==> config.mk <==
export PLATFORM = sky130hd
export DESIGN_NAME = hcms_serial_tx_flat
export DESIGN_NICKNAME = d
export VERILOG_FILES = /design/src/rtl/hcms_pkg.sv /design/src/rtl/hcms_serial_tx_if.sv /design/src/rtl/hcms_clk_en.sv /design/src/rtl/hcms_serial_tx.sv /design/src/flat_wrapper.sv
export SDC_FILE = /design/constraint.sdc
export NUM_CORES = 1
export LEC_CHECK = 0
export CAP_MARGIN = 20
export CORE_UTILIZATION = 59
export CTS_BUF_LIST = sky130_fd_sc_hd__clkbuf_8
export CTS_CLUSTER_SIZE = 14
export DETAILED_ROUTE_END_ITERATION = 16
export PLACE_DENSITY_LB_ADDON = 0.05
export SYNTH_ARGS = -nofsm -noshare
export SYNTH_HDL_FRONTEND = slang
export SYNTH_SLANG_ARGS = --single-unit
==> constraint.sdc <==
create_clock -name CLK_i -period 2.9 [get_ports CLK_i]
set_input_delay 0.435 -clock CLK_i [delete_from_list [all_inputs] [get_ports CLK_i]]
set_output_delay 0.435 -clock CLK_i [all_outputs]
set_load 0.01 [all_outputs]
==> src/rtl/hcms_pkg.sv <==
// Shared types and constants for the HCMS-29xx serial transmitter.
package hcms_pkg;

  // Transmitter sequencing states.
  typedef enum logic [2:0] {
    ST_RST_PULSE = 3'd0,
    ST_IDLE      = 3'd1,
    ST_SHIFT     = 3'd2,
    ST_NEXT      = 3'd3,
    ST_HOLD      = 3'd4,
    ST_GAP       = 3'd5
  } state_e;

  // Display RS encodings.
  localparam logic RS_DOT  = 1'b0;
  localparam logic RS_CTRL = 1'b1;

  // Control word 0: select=0, sleep_n=bit 6, peak current [5:4], brightness [3:0].
  typedef struct packed {
    logic       sel;
    logic       sleep_n;
    logic [1:0] peak;
    logic [3:0] bright;
  } cw0_t;

  // Control word 1: select=1, prescaler bit 1, serial/simultaneous bit 0.
  typedef struct packed {
    logic       sel;
    logic [4:0] rsvd;
    logic       prescale;
    logic       serial;
  } cw1_t;

endpackage

==> src/rtl/hcms_serial_tx_if.sv <==
// Word stream handshake between the display controller and the transmitter.
interface hcms_serial_tx_if #(
  parameter int unsigned WORD_W = 8
) ();
  logic [WORD_W-1:0] data;
  logic              cmd;
  logic              last;
  logic              valid;
  logic              ready;

  modport master (output data, output cmd, output last, output valid, input ready);
  modport slave  (input data, input cmd, input last, input valid, output ready);
endinterface

==> src/rtl/hcms_clk_en.sv <==
// Restartable half-period counter; phase_done pulses every CLK_DIV cycles.
module hcms_clk_en #(
  parameter int unsigned CLK_DIV = 4
) (
  input  logic clk,
  input  logic rst_n,
  input  logic restart,
  output logic phase_done
);
  localparam int unsigned CNT_W = (CLK_DIV > 1) ? $clog2(CLK_DIV) : 1;
  localparam logic [CNT_W-1:0] CNT_MAX = CNT_W'(CLK_DIV - 1);

  logic [CNT_W-1:0] cnt_q;
  logic [CNT_W-1:0] cnt_nxt;

  // Next count: wrap at the end of a half period, zero on restart.
  always_comb begin
    cnt_nxt = cnt_q + CNT_W'(1);
    if (restart || (cnt_q == CNT_MAX)) begin
      cnt_nxt = '0;
    end
  end

  // Count register; phase_done is registered so it is high while the count sits at its last value.
  always_ff @(posedge clk or negedge rst_n) begin
    if (!rst_n) begin
      cnt_q      <= '0;
      phase_done <= (CLK_DIV == 1);
    end else begin
      cnt_q      <= cnt_nxt;
      phase_done <= (cnt_nxt == CNT_MAX);
    end
  end
endmodule

==> src/rtl/hcms_serial_tx.sv <==
// Serial transmitter for HCMS-29xx displays: framing, bit shifting and reset pulse.
module hcms_serial_tx
  import hcms_pkg::*;
#(
  parameter int unsigned WORD_W       = 8,
  parameter int unsigned CLK_DIV      = 4,
  parameter int unsigned RESET_CYCLES = 16
) (
  input  logic                   CLK_i,
  input  logic                   RST_ni,
  hcms_serial_tx_if.slave        s,
  input  logic                   DISP_RST,
  output logic                   BUSY,
  output logic                   SER_DATA,
  output logic                   SER_CLK,
  output logic                   REG_SEL,
  output logic                   nCE,
  output logic                   nRESET
);
  localparam int unsigned BIT_W = $clog2(WORD_W);
  localparam int unsigned RST_W = (RESET_CYCLES > 1) ? $clog2(RESET_CYCLES) : 1;
  localparam logic [BIT_W-1:0] BIT_LAST = BIT_W'(WORD_W - 1);
  localparam logic [RST_W-1:0] RST_LAST = RST_W'(RESET_CYCLES - 1);

  state_e            state_q,   state_nxt;
  logic [WORD_W-1:0] sh_q,      sh_nxt;
  logic [BIT_W-1:0]  bit_q,     bit_nxt;
  logic [RST_W-1:0]  rcnt_q,    rcnt_nxt;
  logic              last_q,    last_nxt;
  logic              reg_sel_nxt;
  logic              ser_clk_nxt;
  logic              ready_q,   ready_nxt;
  logic              n_ce_nxt;
  logic              n_reset_nxt;
  logic              busy_nxt;
  logic              hs_c;
  logic              restart_c;
  logic              phase_done;

  hcms_clk_en #(
    .CLK_DIV(CLK_DIV)
  ) u_clk_en (
    .clk       (CLK_i),
    .rst_n     (RST_ni),
    .restart   (restart_c),
    .phase_done(phase_done)
  );

  assign s.ready  = ready_q;
  assign SER_DATA = sh_q[WORD_W-1];

  // Next state, datapath and next output values.
  always_comb begin
    state_nxt   = state_q;
    sh_nxt      = sh_q;
    bit_nxt     = bit_q;
    rcnt_nxt    = rcnt_q;
    last_nxt    = last_q;
    reg_sel_nxt = REG_SEL;
    ser_clk_nxt = 1'b0;
    hs_c        = s.valid & ready_q;

    unique case (state_q)
      ST_RST_PULSE: begin
        if (rcnt_q == RST_LAST) begin
          state_nxt = ST_IDLE;
        end else begin
          rcnt_nxt = rcnt_q + RST_W'(1);
        end
      end
      ST_IDLE: begin
        // Reset request wins; any offered word stays pending until the pulse ends.
        if (DISP_RST) begin
          state_nxt = ST_RST_PULSE;
          rcnt_nxt  = '0;
        end else if (hs_c) begin
          sh_nxt      = s.data;
          last_nxt    = s.last;
          reg_sel_nxt = s.cmd;
          bit_nxt     = '0;
          state_nxt   = ST_SHIFT;
        end
      end
      ST_SHIFT: begin
        ser_clk_nxt = SER_CLK;
        if (phase_done) begin
          if (!SER_CLK) begin
            ser_clk_nxt = 1'b1;
          end else begin
            ser_clk_nxt = 1'b0;
            if (bit_q == BIT_LAST) begin
              state_nxt = last_q ? ST_HOLD : ST_NEXT;
            end else begin
              sh_nxt  = {sh_q[WORD_W-2:0], 1'b0};
              bit_nxt = bit_q + BIT_W'(1);
            end
          end
        end
      end
      ST_NEXT: begin
        // RS stays frozen for the whole frame; cmd is not sampled here.
        if (hs_c) begin
          sh_nxt    = s.data;
          last_nxt  = s.last;
          bit_nxt   = '0;
          state_nxt = ST_SHIFT;
        end
      end
      ST_HOLD: begin
        if (phase_done) state_nxt = ST_GAP;
      end
      ST_GAP: begin
        if (phase_done) state_nxt = ST_IDLE;
      end
      default: state_nxt = ST_IDLE;
    endcase

    restart_c   = (state_nxt != state_q);
    ready_nxt   = (state_nxt == ST_IDLE) || (state_nxt == ST_NEXT);
    n_ce_nxt    = !(state_nxt inside {ST_SHIFT, ST_NEXT, ST_HOLD});
    n_reset_nxt = (state_nxt != ST_RST_PULSE);
    busy_nxt    = (state_nxt != ST_IDLE);
  end

  // State, datapath and output registers.
  always_ff @(posedge CLK_i or negedge RST_ni) begin
    if (!RST_ni) begin
      state_q <= ST_RST_PULSE;
      sh_q    <= '0;
      bit_q   <= '0;
      rcnt_q  <= '0;
      last_q  <= 1'b0;
      REG_SEL <= RS_DOT;
      SER_CLK <= 1'b0;
      ready_q <= 1'b0;
      nCE     <= 1'b1;
      nRESET  <= 1'b0;
      BUSY    <= 1'b1;
    end else begin
      state_q <= state_nxt;
      sh_q    <= sh_nxt;
      bit_q   <= bit_nxt;
      rcnt_q  <= rcnt_nxt;
      last_q  <= last_nxt;
      REG_SEL <= reg_sel_nxt;
      SER_CLK <= ser_clk_nxt;
      ready_q <= ready_nxt;
      nCE     <= n_ce_nxt;
      nRESET  <= n_reset_nxt;
      BUSY    <= busy_nxt;
    end
  end
endmodule

==> src/flat_wrapper.sv <==
// flat-port wrapper written by rule: the top's interface ports become plain ports
module hcms_serial_tx_flat import hcms_pkg::*;
#(
  parameter int unsigned WORD_W       = 8,
  parameter int unsigned CLK_DIV      = 4,
  parameter int unsigned RESET_CYCLES = 16
)
  (CLK_i, RST_ni, DISP_RST, BUSY, SER_DATA, SER_CLK, REG_SEL, nCE, nRESET, s_data, s_cmd, s_last, s_valid, s_ready);
  hcms_serial_tx_if #(.WORD_W(WORD_W)) s_i ();
  input  logic CLK_i;
  input  logic RST_ni;
  input  logic DISP_RST;
  output logic BUSY;
  output logic SER_DATA;
  output logic SER_CLK;
  output logic REG_SEL;
  output logic nCE;
  output logic nRESET;
  input wire logic [$bits(s_i.data)-1:0] s_data;
  input wire logic [$bits(s_i.cmd)-1:0] s_cmd;
  input wire logic [$bits(s_i.last)-1:0] s_last;
  input wire logic [$bits(s_i.valid)-1:0] s_valid;
  output wire logic [$bits(s_i.ready)-1:0] s_ready;
  assign s_i.data = s_data;
  assign s_i.cmd = s_cmd;
  assign s_i.last = s_last;
  assign s_i.valid = s_valid;
  assign s_ready = s_i.ready;
  hcms_serial_tx #(.WORD_W(WORD_W), .CLK_DIV(CLK_DIV), .RESET_CYCLES(RESET_CYCLES)) u_core (.CLK_i(CLK_i), .RST_ni(RST_ni), .s(s_i), .DISP_RST(DISP_RST), .BUSY(BUSY), .SER_DATA(SER_DATA), .SER_CLK(SER_CLK), .REG_SEL(REG_SEL), .nCE(nCE), .nRESET(nRESET));
endmodule
**Met1 routing**

Bar = 20 um.
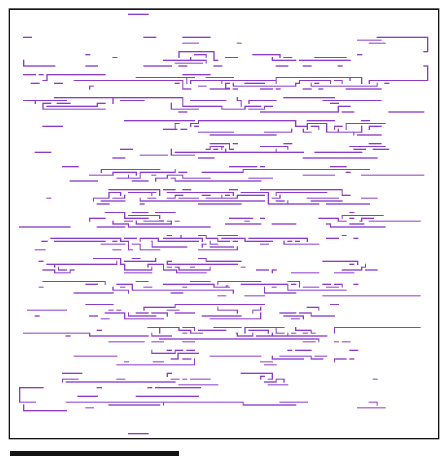
The layer carries 1300 um of wire. The layer holds 47% of the routed length. The longest straight run is 20.9 um. The wires run mostly horizontal.
M1 GR Usage: 33.3%
Total Wirelength: 2780 um
Vias: 1129

**Met2 routing**

Bar = 20 um.
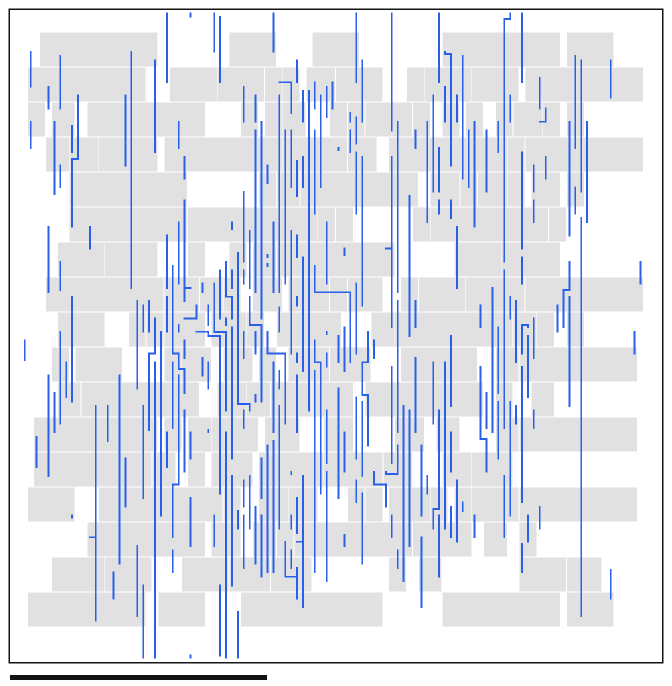
The layer carries 1300 um of wire. The layer holds 47% of the routed length. The wires run mostly vertical. 154 nets have wire on it.

==> qor.yml <==
status:
  outcome: "finished clean"
yosys:
  synth-simple-area-share_pct: 22.7
  mux_area_share_pct: 2.33
  ys_ff: 28
  ys_chip_area_um2: 1400
  synth-adder-area-share_pct: 3.58
  ys_sh_aoi_pct: 15.1
  synth_area_um2: 1400
  synth_seq_share_pct: 50.3
  ys_types: 42
timing:
  rsz0062_at_grt: "no"
  finalClockSkew_ps: 7.90
  hold_ws_ps: 484
  period_used_pct: 76.8
  finalCriticalPeriod_ps: 2230
  layout_setup_ws_ps: 673
  slew_headroom_pct: 54.6
  fin_tns_setup_ps: 0
  worst_pin_slew_ps: 678
  max_freq_mhz: 449
  hold_viol: 0
floorplan:
  die_h_um: 50.7
  coreArea_um2: 2210
  fp_util_pct: 63.2
  ios: 21
  dieWidth_um: 50.7
setup_path:
  cp.required_ps: 3090
  r2r_cells: 5
  rrSetupSlack_ps: 670
  path_cells: "or3b_1 > a2111oi_4 > buf_4 > nor2_1 > a31oi_1"
  worstPathMaxFanout: 22
  cp.depth: 5
  slowest_stage: "or3b_1"
  critical-path-max-stage-delay_ps: 610
  path_class: "flop to flop"
finish:
  mostFrequentLayoutCell: "dfrtp_1"
  final_cell_mix: "dfrtp_1 (26), nand2_1 (23), clkdlybuf4s50_1 (20)"
  fin_util_pct: 75.8
  area.growth.synth_to_final_pct: 20.0
clock_network:
  hold_buffers: 0
  clk_pin_slew_ps: 100
  numClockSinks: 28
  postCtsSetupBuffers: 0
  cts_tree: "built"
  htreeDepth: 1
  clockRootBuffer: "clkbuf_8"
placed_design:
  placed_cells: 187
  globalplace.congestion: 0.847
  hpwl_um: 2020
global_routing:
  grtUsageTotal_pct: 24.5
  grt_max_degree: 29
  grt_pass1_wl_um: 4620
worst_hold_path:
  hold_path_class: "flop to flop"
power_and_ir_drop:
  p_leak_nw: 0.718
  p_total_mw: 1.47
  power_density_nw_per_um2: 875
route:
  drt_iter0_drc: 26
  wl_per_cell_um: 14.6
run:
  max_cap_violations: 0
**Signal wires on met3**

Bar = 20 um.
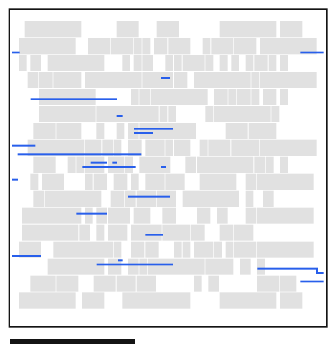
The layer carries 108 um of wire. The longest straight run is 19.5 um. The wires run mostly horizontal. The layer holds 3.9% of the routed length.

==> flip-flops by register name (all words and copies together), names as in the netlist <==
signal                      count
u_core.sh_q                     8
u_core.rcnt_q                   4
u_core.bit_q                    3
u_core.state_q                  3
u_core.u_clk_en.cnt_q           2
u_core.BUSY                     1
u_core.REG_SEL                  1
u_core.SER_CLK                  1
u_core.last_q                   1
u_core.nCE                      1
u_core.nRESET                   1
u_core.s.ready                  1
u_core.u_clk_en.phase_done      1
==> cell type report <==
type | instances | area [um2]
inverter | 6 | 22.5
clock buffer | 3 | 41.3
clock inverter | 1 | 30.0
sequential | 28 | 703
multi-input combinational | 103 | 629
tap | 28 | 35.0
fill | 157 | 536
timing repair buffer | 22 | 215
==> worst min-delay path by stage <==
stage | startpoint | endpoint | slack (ps) | depth (start not counted)
2_1_floorplan | RST_ni | u_core.REG_SEL | 140 | 0
3_3_place_gp | u_core.u_clk_en.cnt_q[0] | u_core.u_clk_en.cnt_q[0] | 450 | 1
5_1_grt | u_core.u_clk_en.cnt_q[0] | u_core.u_clk_en.phase_done | 510 | 1
3_5_place_dp | u_core.u_clk_en.cnt_q[0] | u_core.u_clk_en.cnt_q[0] | 470 | 1
6_report | u_core.bit_q[0] | u_core.bit_q[0] | 480 | 1
4_1_cts | u_core.u_clk_en.cnt_q[0] | u_core.u_clk_en.cnt_q[0] | 480 | 1
==> worst reg2reg max path: stages (launching register included) <==
cell and delay, ps:
dfrtp_1 550, or3b_1 610, a2111oi_4 420, buf_4 290, nor2_1 80, a31oi_1 190
==> synth_stat cells, drive strengths merged <==
| library cell | number | area share [%] |
|---|---|---|
| nand3 | 5 | 1.8 |
| xor2 | 1 | 0.63 |
| o22a | 1 | 0.63 |
| inv | 6 | 1.6 |
| nor3 | 4 | 1.4 |
| a21oi | 3 | 1.1 |
| and2 | 1 | 0.45 |
| nand2 | 23 | 6.2 |
| a41oi | 1 | 1.2 |
| nor2b | 1 | 0.45 |
| or3b | 2 | 1.3 |
| nor4 | 1 | 0.45 |
| o21ai | 7 | 2.5 |
| or3 | 1 | 0.45 |
| buf | 7 | 3.0 |
| nor2 | 18 | 4.8 |
| dfstp | 2 | 3.8 |
| mux2 | 2 | 1.6 |
| a21o | 1 | 0.54 |
| and3 | 2 | 0.90 |
| nand3b | 1 | 0.54 |
| o31a | 2 | 1.3 |
| o221ai | 1 | 0.63 |
| a2111oi | 1 | 2.0 |
| o211ai | 1 | 0.54 |
| ha | 4 | 3.6 |
| nand2b | 3 | 1.3 |
| a22o | 1 | 0.63 |
| o22ai | 1 | 0.45 |
| mux2i | 1 | 0.72 |
| nand4 | 2 | 1.3 |
| a2bb2oi | 1 | 0.63 |
| xnor2 | 1 | 0.63 |
| nand4b | 1 | 0.63 |
| or4b | 1 | 0.72 |
| a31oi | 7 | 3.1 |
| dfrtp | 26 | 47 |
==> metal layers <==
metal  vias up  GRT usage, %  share of wire (%)
li1        543             -                  -
met1       549          33.3                 47
met2        28          38.0                 47
met3         9          4.55                3.8
met4         0          10.6                2.7
met5         -             0                  0
==> power breakdown <==
part	total (mW)	switching (mW)	internal, mW
logic	0.501	0.262	0.240
registers	0.659	0.123	0.535
clock network	0.306	0.122	0.185
Power figures rest on the tool's default switching activity, not on a simulated workload.
